==> config.mk <==
export PLATFORM = sky130hd
export DESIGN_NAME = operand_fetch_ctrl
export DESIGN_NICKNAME = d
export VERILOG_FILES = /design/src/rtl/operand_fetch_ctrl_pkg.sv /design/src/rtl/operand_fetch_ctrl.sv
export SDC_FILE = /design/constraint.sdc
export NUM_CORES = 1
export LEC_CHECK = 0
export CORE_UTILIZATION = 41
export DETAILED_ROUTE_END_ITERATION = 7
export HOLD_SLACK_MARGIN = 0.06
export PLACE_DENSITY = 0.85
export SLEW_MARGIN = 5
export SYNTH_ARGS = -nofsm -noshare
export SYNTH_HDL_FRONTEND = slang
export SYNTH_SLANG_ARGS = --single-unit
==> constraint.sdc <==
create_clock -name clk -period 1.8 [get_ports clk]
set_input_delay 0.18 -clock clk [delete_from_list [all_inputs] [get_ports clk]]
set_output_delay 0.18 -clock clk [all_outputs]
set_load 0.01 [all_outputs]
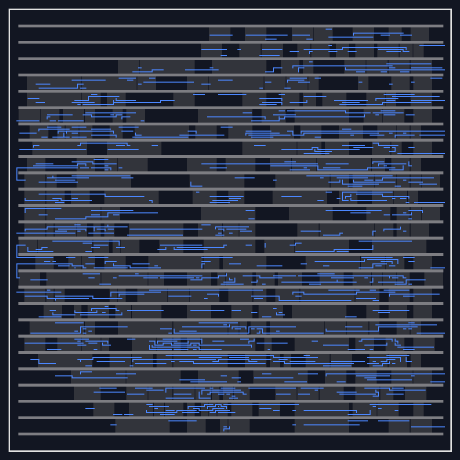
(metal 1)
Drawn at 6 px/um. Supply wires on this layer in grey. Cells faint in the background.
main direction: horizontal
longest straight run: 23.9 um
share of all routed wire: 40%
wire length on this layer: 2,210 um
GR Util met1: 24.8%
via count: 1,779
DRT Wirelength: 5.49 mm

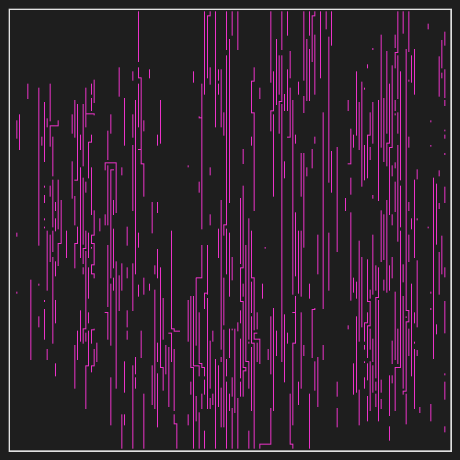
(the metal 2 layer)
Drawn at 6 px/um.
nets with wire on the layer: 296
main direction: vertical
longest straight run: 43.5 um
share of all routed wire: 52%
met2 usage: 38.8%

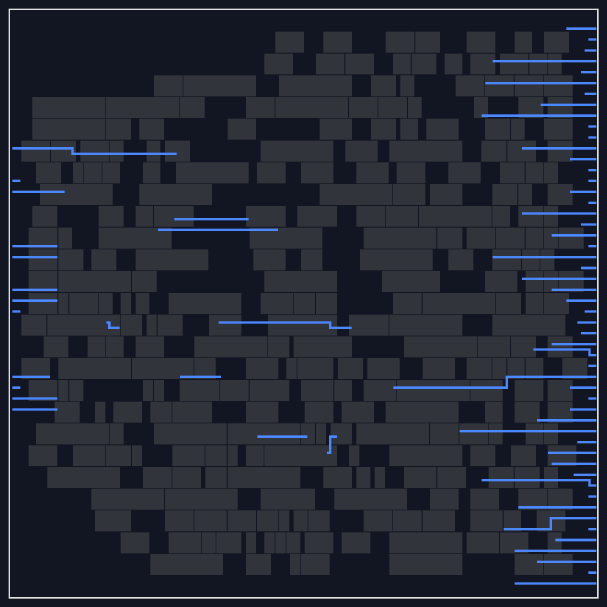
(met3 routing)
Drawn at 8 px/um. Cells faint in the background.
main direction: horizontal
share of all routed wire: 7.4%
nets with wire on the layer: 68
longest straight run: 16.8 um
M3 GR Usage: 5.90%

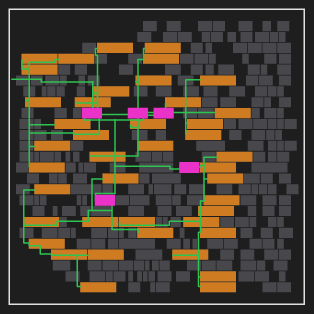
(clock wires, drivers and flops)
Drawn at 4 px/um.
legend:
  magenta:
    item: clock-net drivers
    count: 5
  green:
    item: clock wires
    length: 444 um
  orange:
    item: flip-flops
    count: 42
routed clock nets: 6
Setup Skew: 0.00366 ns
Clock power frac: 13.7%
Latency at later pin: 0.28 ns
P_clk: 0.573 mW

==> summary.txt <==
impl run done, here's what came out: # H-tree levels=2, dpl cells=345, I/O Pins=99, maximum vdd drop=0.686 mV, CTS sink count=42, Power Dens Cells=1270 mW/mm^2, Worst-path clk slew=0.07 ns, Tapcells=67, final net count=331, dpl hpwl=4.01 mm, DR pass1 iterations=4, Pwr Total=4.18 mW, FP Rows=25, largest net degree at the start of global routing=27, Hold/Removal Path Class=input port to asynchronous set/reset pin, WL per Instance=15.5 um, post-route cell area=0.00329 sq mm, Worst Tran Pin Value=0.330 ns, DR iter-0 viols=46, logic share of the area=31.0%, crit path max fanout=8, layout cells sized above 1=26.6%, Post-Synth Adder-Cell Area=0.599%, worst setup margin=0.0792 ns, WL met3=406 um, die height=73.4 um, Starting Density=43.4%, drt drc=0, initial antenna violation count=0, Yosys Warn Count=0, Num CTS Buffers=5, status=completed, Total GRT Usage=21.2%, Worst path slowest cell=dfrtp_1, Critical Path Start Type=flip-flop, syn_area_per_cell=11.9 sq um, Yosys cell types=38, Post-synth regs=42, Repair and plain buffers=114, synthesized netlist cell count=175, Mux cell area share=12.9%, # Cells Yosys=175, Fin. Hold Viols=0, Placed Area=0.00323 sq mm, CP Data Required Time=1.62 ns
[synth_stat cells (all sizes together)]
| cell type | count | share of area [%] |
|---|---|---|
| nand4 | 4 | 1.2 |
| mux2i | 1 | 0.48 |
| o21bai | 1 | 0.36 |
| ha | 1 | 0.60 |
| and2 | 17 | 5.1 |
| inv | 3 | 0.54 |
| or3b | 1 | 0.54 |
| nor4 | 2 | 1.3 |
| nand4bb | 1 | 0.54 |
| nor3 | 3 | 0.96 |
| a22o | 16 | 6.7 |
| nand2 | 7 | 1.3 |
| mux2 | 23 | 12 |
| nor2b | 1 | 0.30 |
| a22oi | 2 | 0.72 |
| a21oi | 1 | 0.24 |
| nand3 | 6 | 1.7 |
| or2 | 1 | 0.30 |
| clkbuf | 2 | 0.36 |
| nor3b | 2 | 0.96 |
| and4 | 1 | 0.42 |
| xor2 | 6 | 2.5 |
| dfrtp | 42 | 50 |
| and3 | 2 | 0.60 |
| nor4bb | 1 | 0.48 |
| o21ai | 1 | 0.24 |
| buf | 7 | 2.2 |
| nor4b | 1 | 1.1 |
| nor2 | 10 | 1.8 |
| xnor2 | 9 | 3.8 |
[metrics by stage]
step,hold WS (ns),util (%)
after floorplan,0.277,-
after global placement,0.462,67.1
after detailed placement,0.467,67.1
after CTS,0.250,69.1
after global routing,0.276,68.2
final,0.251,68.2
[what timing repair did]
item | 4_1_cts | 5_1_grt
pin swaps | 1 | 1
gates cloned | 1 | 1
setup endpoints to repair | 40 | 20
resized | 84 | 25
[cells by family after synthesis]
kind of cell | count (synthesis)
compound gates | 21
mux | 24
simple gates | 60
xor+xnor | 15
buf+inv | 12
fa+ha+maj | 1
flops | 42
Power figures rest on the tool's default switching activity, not on a simulated workload.
